[config.mk]
export PLATFORM = sky130hd
export DESIGN_NAME = camera_dvp_capture
export DESIGN_NICKNAME = d
export VERILOG_FILES = /design/src/rtl/camera_pkg.sv /design/src/rtl/dvp_sync_edge.sv /design/src/rtl/camera_dvp_capture.sv
export SDC_FILE = /design/constraint.sdc
export NUM_CORES = 1
export LEC_CHECK = 0
export ABC_CLOCK_PERIOD_IN_PS = 3000
export CAP_MARGIN = 20
export CELL_PAD_IN_SITES_DETAIL_PLACEMENT = 1
export CELL_PAD_IN_SITES_GLOBAL_PLACEMENT = 1
export CORE_UTILIZATION = 40
export CTS_CLUSTER_DIAMETER = 100
export DETAILED_ROUTE_END_ITERATION = 12
export PLACE_DENSITY_LB_ADDON = 0.2
export SETUP_SLACK_MARGIN = 0.05
export SLEW_MARGIN = 10
export SYNTH_ARGS = -nofsm -noshare
export SYNTH_HDL_FRONTEND = slang
export SYNTH_HIERARCHICAL = 1
export SYNTH_SLANG_ARGS = --single-unit
[constraint.sdc]
create_clock -name HCLK -period 3 [get_ports HCLK]
set_input_delay 0.45 -clock HCLK [delete_from_list [all_inputs] [get_ports HCLK]]
set_output_delay 0.45 -clock HCLK [all_outputs]
set_load 0.01 [all_outputs]
[src/rtl/camera_pkg.sv]
// Shared definitions for the camera capture path: FSM encoding and word packing constants.
package camera_pkg;

  localparam int unsigned DEFAULT_ADDR_W = 13;
  localparam int unsigned BYTES_PER_WORD = 4;
  localparam int unsigned WORD_W         = 8 * BYTES_PER_WORD;
  localparam int unsigned LANE_W         = $clog2(BYTES_PER_WORD);

  typedef enum logic [2:0] {
    ST_IDLE     = 3'd0,
    ST_WAIT_SOF = 3'd1,
    ST_CAPTURE  = 3'd2,
    ST_FLUSH    = 3'd3,
    ST_DONE     = 3'd4
  } cap_state_e;

endpackage

[src/rtl/dvp_sync_edge.sv]
// Multi-flop synchronizer for one asynchronous DVP control line, with rise/fall pulse detection.
module dvp_sync_edge #(
  parameter int unsigned SYNC_STAGES = 2
) (
  input  logic clk,
  input  logic rst_n,
  input  logic din,
  output logic rise_c,
  output logic fall_c
);

  logic [SYNC_STAGES-1:0] sync_q;
  logic                   dly_q;
  logic                   level;

  // Synchronizer chain plus one extra flop for edge detection
  always_ff @(posedge clk or negedge rst_n) begin
    if (!rst_n) begin
      sync_q <= '0;
      dly_q  <= 1'b0;
    end else begin
      sync_q <= {sync_q[SYNC_STAGES-2:0], din};
      dly_q  <= sync_q[SYNC_STAGES-1];
    end
  end

  assign level  = sync_q[SYNC_STAGES-1];
  assign rise_c = level & ~dly_q;
  assign fall_c = ~level & dly_q;

endmodule

[src/rtl/camera_dvp_capture.sv]
// Captures one DVP camera frame into the frame RAM as little-endian packed 32-bit words.
module camera_dvp_capture #(
  parameter int unsigned ADDR_W      = camera_pkg::DEFAULT_ADDR_W,
  parameter int unsigned SYNC_STAGES = 2
) (
  input  logic              HCLK,
  input  logic              HRESETn,
  input  logic              DATA_VALID,
  output logic              DATA_READY,
  input  logic              CAM_PCLK,
  input  logic              CAM_VSYNC,
  input  logic              CAM_HREF,
  input  logic [7:0]        CAM_D,
  output logic              RAM_WE,
  output logic [ADDR_W-1:0] RAM_WADDR,
  output logic [31:0]       RAM_WDATA,
  output logic [ADDR_W:0]   WORD_COUNT,
  output logic              OVERFLOW
);

  import camera_pkg::*;

  localparam int unsigned CW = ADDR_W + 1;

  logic pclk_rise, pclk_fall_unused, vs_rise, vs_fall;

  dvp_sync_edge #(.SYNC_STAGES(SYNC_STAGES)) u_pclk_sync (
    .clk(HCLK), .rst_n(HRESETn), .din(CAM_PCLK),
    .rise_c(pclk_rise), .fall_c(pclk_fall_unused)
  );

  dvp_sync_edge #(.SYNC_STAGES(SYNC_STAGES)) u_vsync_sync (
    .clk(HCLK), .rst_n(HRESETn), .din(CAM_VSYNC),
    .rise_c(vs_rise), .fall_c(vs_fall)
  );

  // HREF/D pipeline matches the PCLK chain depth so data lines up with pclk_rise
  logic [SYNC_STAGES-1:0]      href_q;
  logic [SYNC_STAGES-1:0][7:0] d_q;
  logic                        href_s;
  logic [7:0]                  d_s;

  always_ff @(posedge HCLK or negedge HRESETn) begin
    if (!HRESETn) begin
      href_q <= '0;
      d_q    <= '0;
    end else begin
      href_q <= {href_q[SYNC_STAGES-2:0], CAM_HREF};
      d_q    <= {d_q[SYNC_STAGES-2:0], CAM_D};
    end
  end

  assign href_s = href_q[SYNC_STAGES-1];
  assign d_s    = d_q[SYNC_STAGES-1];

  cap_state_e          state_q, state_n;
  logic [LANE_W-1:0]   lane_q, lane_n;
  logic [WORD_W-1:0]   word_q, word_n;
  logic                we_q, we_n;
  logic [ADDR_W-1:0]   waddr_q, waddr_n;
  logic [WORD_W-1:0]   wdata_q, wdata_n;
  logic [CW-1:0]       count_q, count_n;
  logic                ovf_q, ovf_n;
  logic                ready_q, ready_n;
  logic                armed_q, armed_n;
  logic                full;

  assign full = count_q[ADDR_W];

  always_ff @(posedge HCLK or negedge HRESETn) begin
    if (!HRESETn) begin
      state_q <= ST_IDLE;
      lane_q  <= '0;
      word_q  <= '0;
      we_q    <= 1'b0;
      waddr_q <= '0;
      wdata_q <= '0;
      count_q <= '0;
      ovf_q   <= 1'b0;
      ready_q <= 1'b0;
      armed_q <= 1'b1;
    end else begin
      state_q <= state_n;
      lane_q  <= lane_n;
      word_q  <= word_n;
      we_q    <= we_n;
      waddr_q <= waddr_n;
      wdata_q <= wdata_n;
      count_q <= count_n;
      ovf_q   <= ovf_n;
      ready_q <= ready_n;
      armed_q <= armed_n;
    end
  end

  always_comb begin
    state_n = state_q;
    lane_n  = lane_q;
    word_n  = word_q;
    we_n    = 1'b0;
    waddr_n = waddr_q;
    wdata_n = wdata_q;
    count_n = count_q;
    ovf_n   = ovf_q;
    ready_n = 1'b0;
    armed_n = armed_q;

    unique case (state_q)
      ST_IDLE: begin
        // Recapture only after the request has been seen low since the last frame
        if (!DATA_VALID) begin
          armed_n = 1'b1;
        end else if (armed_q) begin
          state_n = ST_WAIT_SOF;
          count_n = '0;
          ovf_n   = 1'b0;
          waddr_n = '0;
          lane_n  = '0;
          word_n  = '0;
        end
      end
      ST_WAIT_SOF: begin
        if (!DATA_VALID)  state_n = ST_IDLE;
        else if (vs_fall) state_n = ST_CAPTURE;
      end
      ST_CAPTURE: begin
        if (!DATA_VALID) begin
          state_n = ST_IDLE;
        end else begin
          if (pclk_rise && href_s) begin
            if (lane_q == LANE_W'(BYTES_PER_WORD - 1)) begin
              if (full) begin
                ovf_n   = 1'b1;
                state_n = ST_DONE;
              end else begin
                we_n    = 1'b1;
                waddr_n = count_q[ADDR_W-1:0];
                wdata_n = {d_s, word_q[WORD_W-9:0]};
                count_n = count_q + CW'(1);
              end
              lane_n = '0;
              word_n = '0;
            end else begin
              word_n[{lane_q, 3'b000} +: 8] = d_s;
              lane_n = lane_q + LANE_W'(1);
            end
          end
          if (vs_rise && state_n == ST_CAPTURE) state_n = ST_FLUSH;
        end
      end
      ST_FLUSH: begin
        // Upper lanes of a partial word are already zero
        if (lane_q != '0) begin
          if (full) begin
            ovf_n = 1'b1;
          end else begin
            we_n    = 1'b1;
            waddr_n = count_q[ADDR_W-1:0];
            wdata_n = word_q;
            count_n = count_q + CW'(1);
          end
          lane_n = '0;
          word_n = '0;
        end
        state_n = ST_DONE;
      end
      ST_DONE: begin
        state_n = ST_IDLE;
        armed_n = 1'b0;
      end
      default: state_n = ST_IDLE;
    endcase

    if (state_n == ST_DONE) ready_n = 1'b1;
  end

  assign DATA_READY = ready_q;
  assign RAM_WE     = we_q;
  assign RAM_WADDR  = waddr_q;
  assign RAM_WDATA  = wdata_q;
  assign WORD_COUNT = count_q;
  assign OVERFLOW   = ovf_q;

endmodule

### Layout detail

Region (32, 55) to (82, 105) µm. Cells in gray, sequential cells in the stronger gray; small squares are vias.
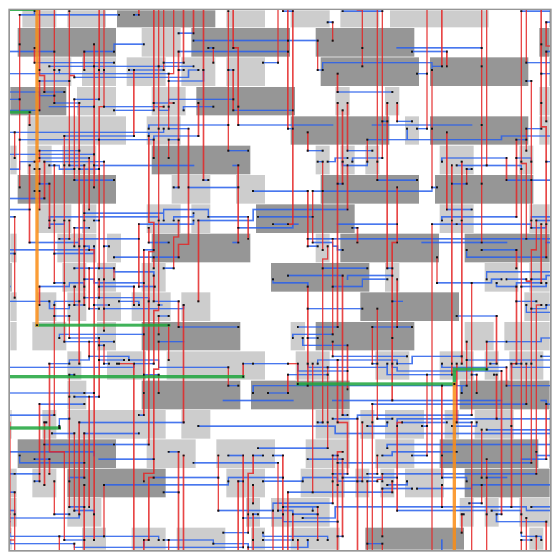
[red] metal 2
[orange] metal 4
[green] metal 3
[blue] metal 1
netlist names of flops here include: `word_q` (11), `RAM_WADDR` (6), `WORD_COUNT` (5)
sequential cells in the window: 30
most frequent: dfrtp_1 (30), nand2_1 (21), a22o_1 (16)
cells with their middle in the window: 123

### Placement view

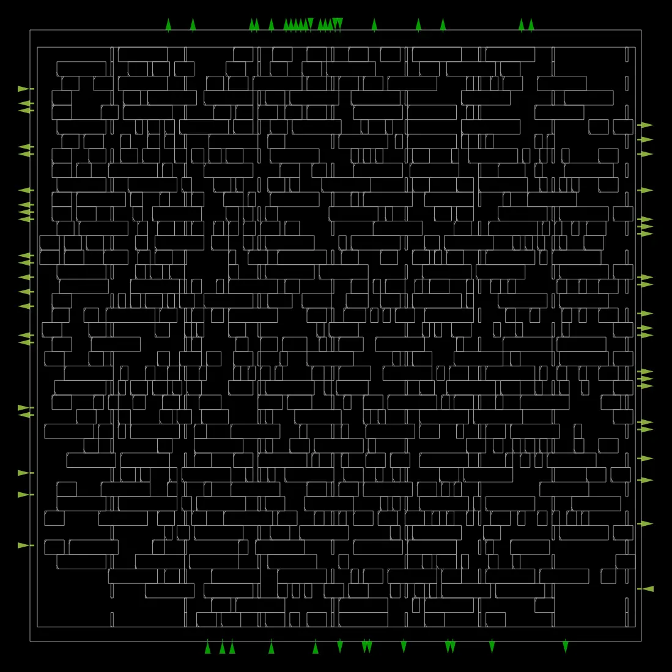
number of fill cells: 1310
core area: 12210 µm²
flip-flops: 124
utilization of the core after routing: 0.5423

### Power grid

Scale: 4 px per µm. Pins as bars on the die edge.
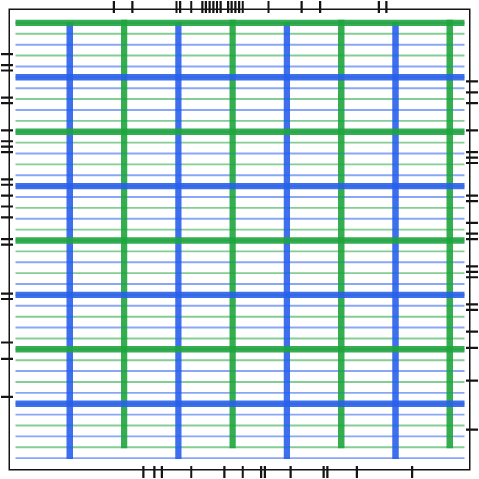
[green] VDD
[blue] VSS
signal pins: 76
met5 straps: 8
met1 rails: 41
met4 straps: 8

### Wiring heat map

Scale: 3 px per µm. The die is cut into 23 by 23 equal tiles; dark purple is low, yellow is high, scaled to the fullest tile. Values are wire area over tile area, all layers added.
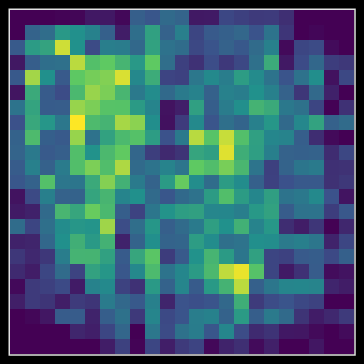
fullest tile: 0.39
mean over tiles: 0.14
nearly empty tiles: 7.6%
tiles over half the peak: 24%
Via Count: 3620
overall track demand over capacity in global routing: 0.1987
DR WL/cell: 16.55 µm
WL final: 11.67 mm

### Cell sizes after repair

Scale: 2 px per µm.
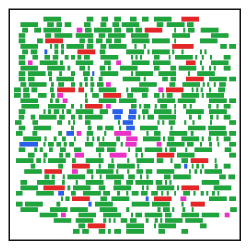
[magenta] _3 and _4 cells | cells: 19 | share: 3.5%
[red] _6 and larger | cells: 22 | share: 4.1%
[green] _0 and _1 cells | cells: 482 | share: 90%
[blue] _2 cells | cells: 14 | share: 2.6%

==> notes.md <==
On the backend side, the flow ran end to end.

The final timing report lists a max-slew violation count of 0. At the floorplan stage, the core utilization is reported as 0.4164. The remaining number of nets flagged by the antenna check after routing stands at 0.

TritonCTS built the clock tree. The count of clock tree sinks stands at 124. For this design the total switching power over the nets is 1052 µW. At the placement stage, the worst setup path has a slack of 379.1 ps. The layout has 26 inverters outside the clock class. In the setup report, the worst path falls into the class reg2reg. The total number of tap cells stands at 168.

The most critical setup path has its endpoint at word_q[21]. The fraction of final cell area spent on clock buffers and inverters in this run is 0.08842. The number of non-clock buffers in the layout stands at 83. For the finished layout, the period the worst path requires is 2497 ps. The worst slew margin relative to its limit stands at 0.6248.

On met1, the global router reports a usage of 0.2484. The worst register-to-register path begins at lane_q[0]. The number of warning messages in the logs stands at 32. The flow ran to the end, and the final reports show no timing, DRC or antenna violations. The slowest stage of the critical path is the or4b_4 cell. Endpoints with negative setup slack in the final report add up to 0. The congestion estimate from routability-driven global placement came to 0.7417.

Looking at the hold checks, the worst path lands on d_s[0]. Leaving out fill and tap cells, the most frequent cell in the layout is dfrtp_1. The via count of the first global-routing pass came to 3915. STA lists the startpoint of the worst hold path as d_q[0]. The clock power share stands at 0.469. Across all hold checks on the routed design, the worst slack comes to 347.0 ps.

The share of power burned in combinational logic stands at 0.098. The first TritonRoute pass finished after 4 iterations. Before any placement, the netlist area is recorded as roughly 5100 µm². In this run the top signal layer used is met4. The required arrival time at the worst endpoint stands at roughly 3400 ps. The endpoint identified for the worst register-to-register timing path is word_q[21]. Setup repair after global routing left no endpoint under its margin. The global routing report lists met3 layer usage as 0.04639.

Per the CTS log, the root buffer master is clkbuf_16. The initial antenna violation count stands at 0. The flow reports power dissipated in the clock network as 2000 µW. STA classifies the critical path startpoint as a flop. On the worst path, the slowest cell contributes a delay of 650 ps. The placement-stage cell area stands at 6027 µm². Per the layout area report, the combinational fraction of cell area is 0.2721. The iteration-0 DRC count of the detailed router stands at 112. For this block, wires on met1 add up to 5.411 mm.

The buffers plus inverters on the worst setup path stands at 0. The number of buffer cells added on primary ports stands at 75. The clock latency on the worst-skew pair stands at between 400 and 500 ps. STA classifies the critical path endpoint as a flop. In this run the deepest clock path goes through 2 buffers.

The summed area of non-filler cells in the final layout stands at approximately 6600 µm². The fmax stands at 400.5 MHz.
Power and IR drop assume default switching activity.
